==> src/rtl/mips_main_control_if.sv <==
// Control bus between the multicycle MIPS main controller and its datapath.
// The master side is the controller; the slave side is the datapath.
interface mips_main_control_if #(
    parameter int unsigned OPW = 6
);
    logic [OPW-1:0] opcode;
    logic           mem_ready;
    logic           pc_write;
    logic           pc_write_cond;
    logic           i_or_d;
    logic           mem_read;
    logic           mem_write;
    logic           ir_write;
    logic           mem_to_reg;
    logic           reg_write;
    logic           reg_dst;
    logic           alu_src_a;
    logic [1:0]     alu_src_b;
    logic [1:0]     alu_op;
    logic [1:0]     pc_source;
    logic [3:0]     state;
    logic           retire;
    logic           halted;

    modport master (
        input  opcode, mem_ready,
        output pc_write, pc_write_cond, i_or_d, mem_read, mem_write, ir_write,
               mem_to_reg, reg_write, reg_dst, alu_src_a, alu_src_b, alu_op,
               pc_source, state, retire, halted
    );

    modport slave (
        output opcode, mem_ready,
        input  pc_write, pc_write_cond, i_or_d, mem_read, mem_write, ir_write,
               mem_to_reg, reg_write, reg_dst, alu_src_a, alu_src_b, alu_op,
               pc_source, state, retire, halted
    );
endinterface

==> src/rtl/mips_main_control.sv <==
// Main control FSM for the multicycle MIPS core: sequences fetch, decode,
// execute, memory and writeback, stalling on the shared-memory ready handshake.
module mips_main_control #(
    parameter int unsigned OPW = 6
) (
    input logic                 clock,
    input logic                 reset_n,
    mips_main_control_if.master ctl
);
    typedef enum logic [3:0] {
        ST_RST    = 4'd0,
        ST_FETCH  = 4'd1,
        ST_DECODE = 4'd2,
        ST_MEMADR = 4'd3,
        ST_MEMRD  = 4'd4,
        ST_MEMWB  = 4'd5,
        ST_MEMWR  = 4'd6,
        ST_EXEC   = 4'd7,
        ST_ALUWB  = 4'd8,
        ST_BRANCH = 4'd9,
        ST_ADDIEX = 4'd10,
        ST_ADDIWB = 4'd11,
        ST_JUMP   = 4'd12,
        ST_TRAP   = 4'd15
    } state_t;

    typedef struct packed {
        logic       pc_write;
        logic       pc_write_cond;
        logic       i_or_d;
        logic       mem_read;
        logic       mem_write;
        logic       mem_to_reg;
        logic       reg_write;
        logic       reg_dst;
        logic       alu_src_a;
        logic [1:0] alu_src_b;
        logic [1:0] alu_op;
        logic [1:0] pc_source;
        logic       retire;
        logic       halted;
    } ctrl_t;

    localparam logic [OPW-1:0] OP_RTYPE = OPW'(6'b000000);
    localparam logic [OPW-1:0] OP_LW    = OPW'(6'b100011);
    localparam logic [OPW-1:0] OP_SW    = OPW'(6'b101011);
    localparam logic [OPW-1:0] OP_BEQ   = OPW'(6'b000100);
    localparam logic [OPW-1:0] OP_ADDI  = OPW'(6'b001000);
    localparam logic [OPW-1:0] OP_J     = OPW'(6'b000010);

    state_t state;
    state_t nxt;
    ctrl_t  ctrl_q;
    logic   fetch_done;
    logic   store_done;

    function automatic ctrl_t ctrl_for(input state_t s);
        ctrl_t c;
        c = '0;
        case (s)
            ST_FETCH: begin
                c.mem_read  = 1'b1;
                c.alu_src_b = 2'b01;
            end
            ST_DECODE: c.alu_src_b = 2'b11;
            ST_MEMADR, ST_ADDIEX: begin
                c.alu_src_a = 1'b1;
                c.alu_src_b = 2'b10;
            end
            ST_MEMRD: begin
                c.mem_read = 1'b1;
                c.i_or_d   = 1'b1;
            end
            ST_MEMWR: begin
                c.mem_write = 1'b1;
                c.i_or_d    = 1'b1;
            end
            ST_MEMWB: begin
                c.reg_write  = 1'b1;
                c.mem_to_reg = 1'b1;
                c.retire     = 1'b1;
            end
            ST_EXEC: begin
                c.alu_src_a = 1'b1;
                c.alu_op    = 2'b10;
            end
            ST_ALUWB: begin
                c.reg_write = 1'b1;
                c.reg_dst   = 1'b1;
                c.retire    = 1'b1;
            end
            ST_ADDIWB: begin
                c.reg_write = 1'b1;
                c.retire    = 1'b1;
            end
            ST_BRANCH: begin
                c.alu_src_a     = 1'b1;
                c.alu_op        = 2'b01;
                c.pc_write_cond = 1'b1;
                c.pc_source     = 2'b01;
                c.retire        = 1'b1;
            end
            ST_JUMP: begin
                c.pc_write  = 1'b1;
                c.pc_source = 2'b10;
                c.retire    = 1'b1;
            end
            ST_TRAP: c.halted = 1'b1;
            default: c = '0;
        endcase
        return c;
    endfunction

    always_comb begin
        nxt = state;
        case (state)
            ST_RST:   nxt = ST_FETCH;
            ST_FETCH: if (ctl.mem_ready) nxt = ST_DECODE;
            ST_DECODE: begin
                if (ctl.opcode == OP_RTYPE)
                    nxt = ST_EXEC;
                else if (ctl.opcode == OP_LW || ctl.opcode == OP_SW)
                    nxt = ST_MEMADR;
                else if (ctl.opcode == OP_BEQ)
                    nxt = ST_BRANCH;
                else if (ctl.opcode == OP_ADDI)
                    nxt = ST_ADDIEX;
                else if (ctl.opcode == OP_J)
                    nxt = ST_JUMP;
                else
                    nxt = ST_TRAP;
            end
            ST_MEMADR: begin
                if (ctl.opcode == OP_LW)
                    nxt = ST_MEMRD;
                else if (ctl.opcode == OP_SW)
                    nxt = ST_MEMWR;
                else
                    nxt = ST_TRAP;
            end
            ST_MEMRD:  if (ctl.mem_ready) nxt = ST_MEMWB;
            ST_MEMWR:  if (ctl.mem_ready) nxt = ST_FETCH;
            ST_EXEC:   nxt = ST_ALUWB;
            ST_ADDIEX: nxt = ST_ADDIWB;
            ST_MEMWB, ST_ALUWB, ST_ADDIWB, ST_BRANCH, ST_JUMP: nxt = ST_FETCH;
            ST_TRAP:   nxt = ST_TRAP;
            default:   nxt = ST_TRAP;
        endcase
    end

    // Moore outputs are registered from the next state so they line up with
    // the state register and clear together with it on async reset.
    always_ff @(posedge clock or negedge reset_n) begin
        if (!reset_n) begin
            state  <= ST_RST;
            ctrl_q <= '0;
        end else begin
            state  <= nxt;
            ctrl_q <= ctrl_for(nxt);
        end
    end

    assign fetch_done = (state == ST_FETCH) && ctl.mem_ready;
    assign store_done = (state == ST_MEMWR) && ctl.mem_ready;

    assign ctl.pc_write      = ctrl_q.pc_write | fetch_done;
    assign ctl.ir_write      = fetch_done;
    assign ctl.pc_write_cond = ctrl_q.pc_write_cond;
    assign ctl.i_or_d        = ctrl_q.i_or_d;
    assign ctl.mem_read      = ctrl_q.mem_read;
    assign ctl.mem_write     = ctrl_q.mem_write;
    assign ctl.mem_to_reg    = ctrl_q.mem_to_reg;
    assign ctl.reg_write     = ctrl_q.reg_write;
    assign ctl.reg_dst       = ctrl_q.reg_dst;
    assign ctl.alu_src_a     = ctrl_q.alu_src_a;
    assign ctl.alu_src_b     = ctrl_q.alu_src_b;
    assign ctl.alu_op        = ctrl_q.alu_op;
    assign ctl.pc_source     = ctrl_q.pc_source;
    assign ctl.state         = state;
    assign ctl.retire        = ctrl_q.retire | store_done;
    assign ctl.halted        = ctrl_q.halted;
endmodule

==> src/flat_wrapper.sv <==
// flat-port wrapper written by rule: the top's interface ports become plain ports
module mips_main_control_flat 
#(
    parameter int unsigned OPW = 6
)
  (clock, reset_n, ctl_opcode, ctl_mem_ready, ctl_pc_write, ctl_pc_write_cond, ctl_i_or_d, ctl_mem_read, ctl_mem_write, ctl_ir_write, ctl_mem_to_reg, ctl_reg_write, ctl_reg_dst, ctl_alu_src_a, ctl_alu_src_b, ctl_alu_op, ctl_pc_source, ctl_state, ctl_retire, ctl_halted);
  mips_main_control_if #(.OPW(OPW)) ctl_i ();
  input logic clock;
  input logic reset_n;
  input wire logic [$bits(ctl_i.opcode)-1:0] ctl_opcode;
  input wire logic [$bits(ctl_i.mem_ready)-1:0] ctl_mem_ready;
  output wire logic [$bits(ctl_i.pc_write)-1:0] ctl_pc_write;
  output wire logic [$bits(ctl_i.pc_write_cond)-1:0] ctl_pc_write_cond;
  output wire logic [$bits(ctl_i.i_or_d)-1:0] ctl_i_or_d;
  output wire logic [$bits(ctl_i.mem_read)-1:0] ctl_mem_read;
  output wire logic [$bits(ctl_i.mem_write)-1:0] ctl_mem_write;
  output wire logic [$bits(ctl_i.ir_write)-1:0] ctl_ir_write;
  output wire logic [$bits(ctl_i.mem_to_reg)-1:0] ctl_mem_to_reg;
  output wire logic [$bits(ctl_i.reg_write)-1:0] ctl_reg_write;
  output wire logic [$bits(ctl_i.reg_dst)-1:0] ctl_reg_dst;
  output wire logic [$bits(ctl_i.alu_src_a)-1:0] ctl_alu_src_a;
  output wire logic [$bits(ctl_i.alu_src_b)-1:0] ctl_alu_src_b;
  output wire logic [$bits(ctl_i.alu_op)-1:0] ctl_alu_op;
  output wire logic [$bits(ctl_i.pc_source)-1:0] ctl_pc_source;
  output wire logic [$bits(ctl_i.state)-1:0] ctl_state;
  output wire logic [$bits(ctl_i.retire)-1:0] ctl_retire;
  output wire logic [$bits(ctl_i.halted)-1:0] ctl_halted;
  assign ctl_i.opcode = ctl_opcode;
  assign ctl_i.mem_ready = ctl_mem_ready;
  assign ctl_pc_write = ctl_i.pc_write;
  assign ctl_pc_write_cond = ctl_i.pc_write_cond;
  assign ctl_i_or_d = ctl_i.i_or_d;
  assign ctl_mem_read = ctl_i.mem_read;
  assign ctl_mem_write = ctl_i.mem_write;
  assign ctl_ir_write = ctl_i.ir_write;
  assign ctl_mem_to_reg = ctl_i.mem_to_reg;
  assign ctl_reg_write = ctl_i.reg_write;
  assign ctl_reg_dst = ctl_i.reg_dst;
  assign ctl_alu_src_a = ctl_i.alu_src_a;
  assign ctl_alu_src_b = ctl_i.alu_src_b;
  assign ctl_alu_op = ctl_i.alu_op;
  assign ctl_pc_source = ctl_i.pc_source;
  assign ctl_state = ctl_i.state;
  assign ctl_retire = ctl_i.retire;
  assign ctl_halted = ctl_i.halted;
  mips_main_control #(.OPW(OPW)) u_core (.clock(clock), .reset_n(reset_n), .ctl(ctl_i));
endmodule
==> config.mk <==
export PLATFORM = sky130hd
export DESIGN_NAME = mips_main_control_flat
export DESIGN_NICKNAME = d
export VERILOG_FILES = /design/src/rtl/mips_main_control_if.sv /design/src/rtl/mips_main_control.sv /design/src/flat_wrapper.sv
export SDC_FILE = /design/constraint.sdc
export NUM_CORES = 1
export LEC_CHECK = 0
export CAP_MARGIN = 10
export CORE_ASPECT_RATIO = 1.75
export CORE_MARGIN = 3
export CORE_UTILIZATION = 40
export CTS_BUF_LIST = sky130_fd_sc_hd__clkbuf_8
export CTS_CLUSTER_DIAMETER = 40
export CTS_CLUSTER_SIZE = 16
export DETAILED_ROUTE_END_ITERATION = 8
export HOLD_SLACK_MARGIN = 0.1
export PLACE_DENSITY = 0.72
export SYNTH_ARGS = -nofsm -noshare
export SYNTH_HDL_FRONTEND = slang
export SYNTH_SLANG_ARGS = --single-unit
==> constraint.sdc <==
create_clock -name clock -period 2.4 [get_ports clock]
set_input_delay 0.48 -clock clock [delete_from_list [all_inputs] [get_ports clock]]
set_output_delay 0.48 -clock clock [all_outputs]
set_load 0.03 [all_outputs]
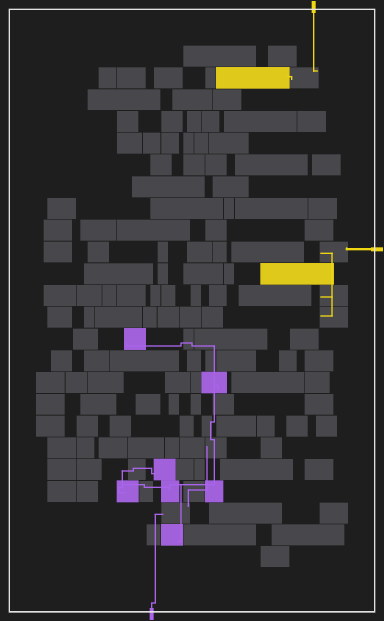
Figure 1: wires at chosen ports, followed through buffers.
Drawn at 8 px/um.
- ctl_mem_ready: purple (bits 1; direction input; edge south; end cells 7; buffers 2; wire 83.7 um)
- ctl_alu_op: yellow (bits 2; direction output; edge 1 east, 1 north; end cells 2; buffers 2; wire 23.8 um)

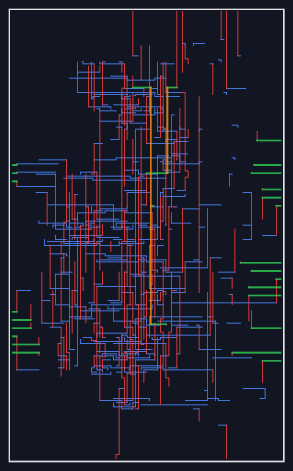
Figure 2: metal layers overlaid.
Drawn at 6 px/um.
- M3: green (wire length 87.7 um)
- M2: red (wire length 1260 um)
- M4: orange (wire length 53.7 um)
- M1: blue (wire length 879 um)

==> impl_metrics.yaml <==
# implementation run metrics
run_status:
  status: "finished, final reports clean"
placed_design:
  hpwl_um: 1760
  place.gp.congestion: 0.765
  dp_cells: 160
  portBuffers: 30
  place_area_um2: 1420
setup_path:
  reg2reg_slack_ps: 530
  startpoint_type: "primary input"
  max_stage_delay_ps: 420
  arrival_ps: 1850
  cp_top_family: "buffers and inverters"
  path_max_fanout: 2
  r2r_cells: 8
  r2r-end: "u_core.ctl.mem_write"
  cp_num_buf_inv: 2
  end_kind: "primary output"
  worstSetupPathType: "primary input to primary output"
  crit_chain: "clkdlybuf4s50_1 -> nor2b_1 -> and3_1 -> or2_2 -> dlygate4sd2_1"
  worstPathRequired_ps: 1920
  cp_slowest_cell: "clkdlybuf4s50_1"
die:
  pin_count: 31
  row_count: 24
  dieHeight_um: 75.1
  chipWidth_um: 45.5
  die-area_um2: 3420
  initial_utilization_pct: 42.8
final_layout:
  layout-drive-gt1-share_pct: 26.1
  final_nets: 148
  diodes: 0
  largest_register: "u_core.ctl.state"
  syn2layout_area_growth_pct: 34.8
  instances_no_fill: 164
  largest_reg_flops: 4
pwr:
  p_sw_w: 0.000926
  seq_power_share_pct: 21.1
  p_per_area_nw_per_um2: 1410
  swShare_pct: 44.5
  leakage_nw: 0.625
  comb_power_share_pct: 67.2
  p_int_w: 0.00115
final_timing:
  fmax_ghz: 0.429
  tightestPinTransition_ps: 763
  final-hold-violation-count: 0
  fin_setup_tns_ps: 0
  period_needed_ps: 2330
  maxSlewHeadroom_pct: 49.0
  whs_ps: 673
  finalSetupViolCount: 0
  slew_viol_final: 0
global_route:
  grt_pass1_wl_um: 3770
  overflow: 0
  antenna_found_initial: 0
  grt_max_degree: 19
clock_network:
  root_buffer: "clkbuf_8"
  cts_tree: "done"
  worstSkewPairLatency_ps: 260
  clkTransAtPathRegs_ps: 60
  htreeDepth: 1
synthesis:
  synth-simple-area-share_pct: 26.5
  postSynthCellCount: 103
  ys_area_um2: 1090
  ys_warn_count: 0
  top_cell_area_share_pct: 41.2
  synthArstFlopShare_pct: 100
  yosys_cells: 103
  netlist_area_um2: 1090
  top_logic_kind: "simple AND/OR/NAND/NOR gates"
  mux_share_pct: 1.03
  xor_area_share_pct: 4.01
  postSynthNetCount: 112
  synth_cell_type_count: 45
  edf_count: 0
  fa_ha_area_share_pct: 0
  synth.avg_cell_area_um2: 10.6
  ys.flops: 18
  top_area_cell: "dfrtp_1"
  ff_type: "dfrtp_1"
  synth.area.top_cells: "dfrtp_1 (41%), buf_4 (5.5%), xnor2_1 (4.0%), buf_6 (3.1%), o21ai_0 (2.7%)"
  ys_seq_share_pct: 41.2
drt:
  dr.pass1.iters: 4
  drc: 0
  num_vias: 891
  ant_nets: 0
  drt_iter0_markers: 5
  wl_um: 2280
  wl_per_cell_um: 13.9
  routed_via_density: 5.43
hold_path:
  holdCritPathClass: "primary input to async pin"
job:
  cap_viol_max_count: 0
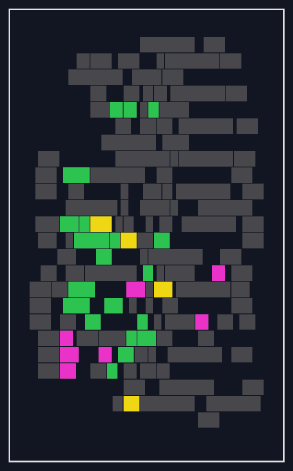
Figure 3: gate-type map.
Drawn at 6 px/um.
- and/or cells: magenta (cells 7)
- non-inverting ao/oa cells: yellow (cells 4; where centre)
- aoi and oai cells: green (cells 20)

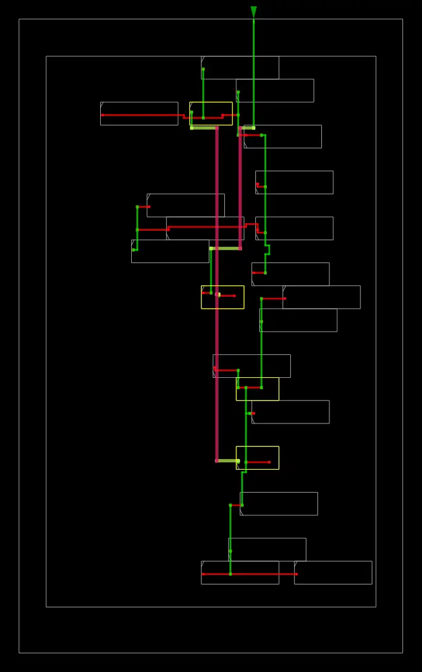
Figure 4: the clock network.
CLK BUF: 4
Layout Skew: 2.20 ps
Flops: 18
CTS sink cnt: 18

==> what timing repair did <==
action / in CTS / in global routing
resized: 1 / 0
buffers inserted: 0 / 0
hold buffers: 0 / 0
endpoints found under the setup margin: 1 / 0
==> synth_stat cells (3+ instances only) <==
cell      count
dfrtp_1      18
buf_4         8
nor2_1        8
nand2_1       6
o21ai_0       6
xnor2_1       5
nand2b_1      4
buf_6         3
==> power by group through the flow <==
stage | logic (W) | registers, W | clock network (W)
2_1_floorplan | 0.000861 | 0.000596 | 0
3_3_place_gp | 0.00137 | 0.000440 | 0
3_5_place_dp | 0.00140 | 0.000444 | 0
4_1_cts | 0.00140 | 0.000440 | 0.000251
5_1_grt | 0.00150 | 0.000448 | 0.000265
6_report | 0.00140 | 0.000439 | 0.000243
==> final cells by class <==
cell class | instances | area [um2]
Clock buffer | 4 | 55.1
Fill cell | 222 | 1080
Inverter | 2 | 7.51
Multi-Input combinational cell | 71 | 536
Sequential cell | 18 | 450
Tap cell | 26 | 32.5
Timing Repair Buffer | 43 | 392
==> through the flow <==
step	total power, W	util [%]	setup WS [ps]
5_1_grt	0.00221	57.7	26.6
6_report	0.00208	57.7	68.4
3_5_place_dp	0.00185	55.6	-178
4_1_cts	0.00209	57.7	62.5
2_1_floorplan	0.00146	-	379
3_3_place_gp	0.00181	55.6	-158
==> layout by cell type, fill, tap and decap left out, drive strengths merged, types with 2 or more instances in the layout <==
cell,instances
o31ai,3
dfrtp,18
a31oi,2
xnor2,5
a211oi,2
nor2,8
buf,15
nor3b,2
nor2b,2
clkbuf,4
inv,2
o21a,2
nor3,3
nand2b,5
o21ai,6
clkdlybuf4s50,27
nand2,6
nand3,2
nand3b,2
==> how the worst max path moves through the flow <==
stage | to | cells past startpoint
finish | ctl_pc_write | 5
global route | ctl_pc_write | 5
CTS | ctl_pc_write | 5
detailed placement | ctl_pc_write | 5
global placement | ctl_pc_write | 5
floorplan | ctl_pc_write | 4
==> kinds of logic (layout without fill, tap and decap cells) <==
| group | Yosys count | after routing |
|---|---|---|
| AND-OR/OR-AND | 24 | 24 |
| XOR/XNOR | 5 | 5 |
| buffers and inverters | 14 | 49 |
| flip-flops | 18 | 18 |
| multiplexers | 1 | 1 |
| AND/OR/NAND/NOR | 41 | 41 |
==> metal layers <==
layer	vias up	share of wire [%]	GRT usage, %
li1	431	-	-
met1	427	39	17.3
met2	28	55	26.0
met3	5	3.8	1.44
met4	0	2.3	8.79
met5	-	0	0
Power is estimated from default activity; no workload was simulated.
